**config.mk**
```make
export PLATFORM = sky130hd
export DESIGN_NAME = spi_slave_rx_tx
export DESIGN_NICKNAME = d
export VERILOG_FILES = /design/src/rtl/spi_slave_rx_tx.sv
export SDC_FILE = /design/constraint.sdc
export NUM_CORES = 1
export LEC_CHECK = 0
export CORE_ASPECT_RATIO = 1.1
export CORE_MARGIN = 2
export CORE_UTILIZATION = 55
export DETAILED_ROUTE_END_ITERATION = 10
export GPL_TIMING_DRIVEN = 0
export HOLD_SLACK_MARGIN = 0.12
export PLACE_DENSITY_LB_ADDON = 0.05
export SLEW_MARGIN = 25
export SYNTH_ARGS = -nofsm -noshare
export SYNTH_HDL_FRONTEND = slang
export SYNTH_SLANG_ARGS = --single-unit
```
**constraint.sdc**
```tcl
create_clock -name clk -period 2.1 [get_ports clk]
set_input_delay 0.525 -clock clk [delete_from_list [all_inputs] [get_ports clk]]
set_output_delay 0.525 -clock clk [all_outputs]
set_load 0.02 [all_outputs]
```
**src/rtl/spi_slave_rx_tx.sv**
```systemverilog
// SPI mode-0 slave endpoint. The bus (sclk, cs, mosi) is oversampled in the
// system clk domain; received words and transmit words use valid/ready
// handshakes. miso is a registered copy of the tx shift register MSB.
module spi_slave_rx_tx #(
  parameter int SIZE        = 8,
  parameter int SYNC_STAGES = 2
) (
  input  logic            clk,
  input  logic            rst,
  input  logic            sclk,
  input  logic            cs,
  input  logic            mosi,
  output logic            miso,
  output logic            miso_oe,
  input  logic [SIZE-1:0] tx_data,
  input  logic            tx_valid,
  output logic            tx_ready,
  output logic [SIZE-1:0] rx_data,
  output logic            rx_valid,
  input  logic            rx_ready,
  output logic            overrun,
  output logic            underrun,
  input  logic            flag_clr
);

  localparam int CW = $clog2(SIZE + 1);

  typedef enum logic [1:0] {IDLE, LOAD, SHIFT} state_t;

  state_t                 state;
  logic [SYNC_STAGES-1:0] sclk_sync;
  logic [SYNC_STAGES-1:0] cs_sync;
  logic [SYNC_STAGES-1:0] mosi_sync;
  logic                   sclk_d;
  logic                   cs_d;
  logic                   sclk_last;
  logic                   cs_last;
  logic                   sclk_rise_p1;
  logic                   sclk_fall_p1;
  logic                   cs_fall_p1;
  logic                   cs_rise_p1;
  logic                   mosi_p1;
  logic [CW-1:0]          cnt;
  logic [SIZE-1:0]        tx_hold;
  logic [SIZE-1:0]        tx_shift;
  logic [SIZE-1:0]        rx_shift;
  logic [SIZE-1:0]        word_p2;
  logic                   done_p2;
  logic                   under_pend;
  logic                   load_now;
  logic                   under_set;
  logic                   ovr_set;
  logic                   tx_hand;

  assign sclk_last = sclk_sync[SYNC_STAGES-1];
  assign cs_last   = cs_sync[SYNC_STAGES-1];

  // Synchronizer chains plus one delay flop each for edge detection
  always_ff @(posedge clk) begin
    if (rst) begin
      sclk_sync <= '0;
      cs_sync   <= '1;
      mosi_sync <= '0;
      sclk_d    <= 1'b0;
      cs_d      <= 1'b1;
    end else begin
      sclk_sync <= {sclk_sync[SYNC_STAGES-2:0], sclk};
      cs_sync   <= {cs_sync[SYNC_STAGES-2:0], cs};
      mosi_sync <= {mosi_sync[SYNC_STAGES-2:0], mosi};
      sclk_d    <= sclk_last;
      cs_d      <= cs_last;
    end
  end

  // Registered 1-clk edge pulses; mosi is registered alongside so it lines
  // up with the sclk sample that produced the rise pulse
  always_ff @(posedge clk) begin
    if (rst) begin
      sclk_rise_p1 <= 1'b0;
      sclk_fall_p1 <= 1'b0;
      cs_fall_p1   <= 1'b0;
      cs_rise_p1   <= 1'b0;
      mosi_p1      <= 1'b0;
    end else begin
      sclk_rise_p1 <= sclk_last & ~sclk_d;
      sclk_fall_p1 <= ~sclk_last & sclk_d;
      cs_fall_p1   <= ~cs_last & cs_d;
      cs_rise_p1   <= cs_last & ~cs_d;
      mosi_p1      <= mosi_sync[SYNC_STAGES-1];
    end
  end

  // Load points, underrun commit and tx handshake.
  // An empty-holding-register load only raises underrun once the first bit
  // of that word is actually clocked; the boundary fall that ends the last
  // word of a frame would otherwise flag a word that never starts.
  always_comb begin
    load_now  = 1'b0;
    under_set = 1'b0;
    tx_hand   = tx_valid & tx_ready;
    if (state == LOAD) begin
      load_now = 1'b1;
    end else if (state == SHIFT && !cs_rise_p1) begin
      load_now  = sclk_fall_p1 && (cnt == '0);
      under_set = sclk_rise_p1 && (cnt == '0) && under_pend;
    end
  end

  // Main FSM: tx holding/shift registers, rx shifting, bit count, miso drive
  always_ff @(posedge clk) begin
    if (rst) begin
      state      <= IDLE;
      cnt        <= '0;
      tx_hold    <= '0;
      tx_shift   <= '0;
      rx_shift   <= '0;
      word_p2    <= '0;
      done_p2    <= 1'b0;
      tx_ready   <= 1'b1;
      miso       <= 1'b0;
      miso_oe    <= 1'b0;
      under_pend <= 1'b0;
      underrun   <= 1'b0;
    end else begin
      done_p2 <= 1'b0;
      case (state)
        IDLE: begin
          miso    <= 1'b0;
          miso_oe <= 1'b0;
          if (cs_fall_p1) begin
            state   <= LOAD;
            miso_oe <= 1'b1;
          end
        end
        LOAD: begin
          cnt   <= '0;
          miso  <= 1'b0;
          state <= cs_rise_p1 ? IDLE : SHIFT;
          if (cs_rise_p1) begin
            miso_oe <= 1'b0;
          end
        end
        SHIFT: begin
          if (cs_rise_p1) begin
            state      <= IDLE;
            cnt        <= '0;
            miso       <= 1'b0;
            miso_oe    <= 1'b0;
            under_pend <= 1'b0;
          end else begin
            miso <= tx_shift[SIZE-1];
            if (sclk_rise_p1) begin
              rx_shift <= {rx_shift[SIZE-2:0], mosi_p1};
              if (cnt == CW'(SIZE - 1)) begin
                cnt     <= '0;
                done_p2 <= 1'b1;
                word_p2 <= {rx_shift[SIZE-2:0], mosi_p1};
              end else begin
                cnt <= cnt + CW'(1);
              end
            end
            if (sclk_fall_p1 && cnt != '0) begin
              tx_shift <= {tx_shift[SIZE-2:0], 1'b0};
            end
          end
        end
        default: state <= IDLE;
      endcase

      if (load_now) begin
        tx_shift   <= tx_ready ? '0 : tx_hold;
        under_pend <= tx_ready;
        tx_ready   <= 1'b1;
      end
      if (under_set) begin
        under_pend <= 1'b0;
      end
      underrun <= under_set | (underrun & ~flag_clr);

      if (tx_hand) begin
        tx_hold  <= tx_data;
        tx_ready <= 1'b0;
      end
    end
  end

  assign ovr_set = done_p2 & rx_valid & ~rx_ready;

  // Received-word handoff with overrun detection
  always_ff @(posedge clk) begin
    if (rst) begin
      rx_data  <= '0;
      rx_valid <= 1'b0;
      overrun  <= 1'b0;
    end else begin
      if (done_p2) begin
        if (!rx_valid || rx_ready) begin
          rx_data  <= word_p2;
          rx_valid <= 1'b1;
        end
      end else if (rx_valid && rx_ready) begin
        rx_valid <= 1'b0;
      end
      overrun <= ovr_set | (overrun & ~flag_clr);
    end
  end

endmodule
```
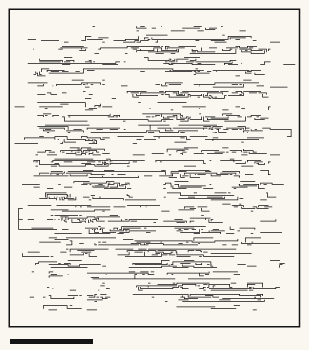
(met1 routing)
The bar under the picture is 20 um long.
nets with wire on the layer: 324
wire length on this layer: 2460 um
longest straight run: 23.5 um
main direction: horizontal
share of all routed wire: 45%

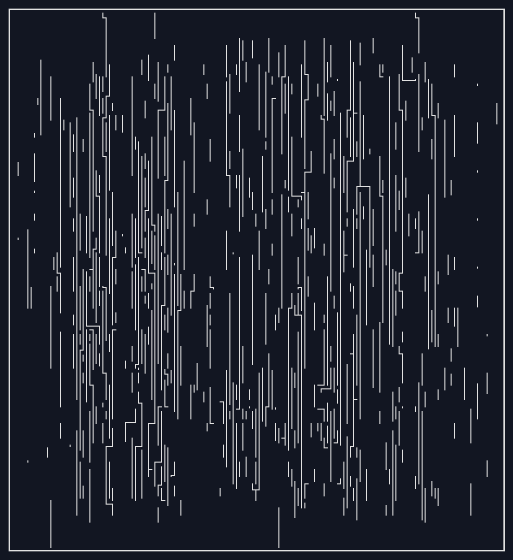
(M2 wires)
wire length on this layer: 2680 um
main direction: vertical
longest straight run: 46.9 um
GR Util met2: 34.6%
vias post-DR: 2193

==> run_results.csv <==
group,metric,value,unit
outcome,status,"finished, final reports clean",
placement,post-dp-hpwl,3760,um
final_timing,finalClockSkew,0.00858,ns
logic_synthesis,top_area_cell,"dfxtp_1",
detailed_routing,wl_met2,2680,um
logic_synthesis,async_flop_share,0,%
critical_path,cpLargestDelayFamily,"buffers and inverters",
pwr,p_per_area,791,nW/um^2
finish,buffers,46,
final_timing,setup_violations,0,
critical_path,required,1.57,ns
logic_synthesis,top_logic_kind,"simple AND/OR/NAND/NOR gates",
pwr,p_switching,0.583,mW
floorplan,rows,26,
pwr,peakVddDrop,0.654,mV
logic_synthesis,syn-num-nets,320,
critical_path,crit_start,"tx_ready",
finish,dominant_cells,"flip-flops and latches",
finish,final_util,68.7,%
pwr,seq_power_share,51.7,%
run,warnings,30,
pwr,p_clk_share,42.6,%
finish,ff_count,66,
final_timing,relSlewSlack,62.6,%
grt,grt_max_degree,13,
grt,grt_use_total,21.8,%
pwr,internal-power,1.93,mW
floorplan,core,4620,sq um
finish,nFillCells,433,
detailed_routing,viasPerCell,5.50,
critical_path,cp.arrival,1.47,ns
finish,nonClkBufAreaFrac,11.8,%
final_timing,period_used_share,95.0,%
logic_synthesis,synthAdderAreaFrac,2.87,%
finish,final_layout_top_logic_cells,"dfxtp_1, a21oi_1, nand2_1",
placement,pre_cts_ws,-0.136,ns
finish,layout_top_cell,"dfxtp_1",
critical_path,cp_max_fo,8,
logic_synthesis,synthTopCellsByCount,"dfxtp_1, a21oi_1, nand2_1, nand3_1, o21ai_0",
floorplan,pin_count,30,
clocking,cts_hold_buffers,0,
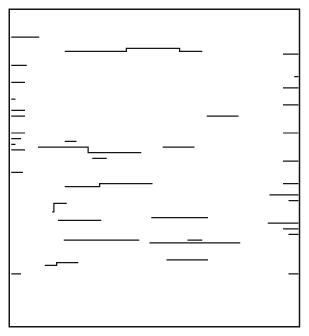
(metal 3)
wire length on this layer: 270 um
share of all routed wire: 4.9%

No activity file was given, so power comes from the tool's default toggle rates.
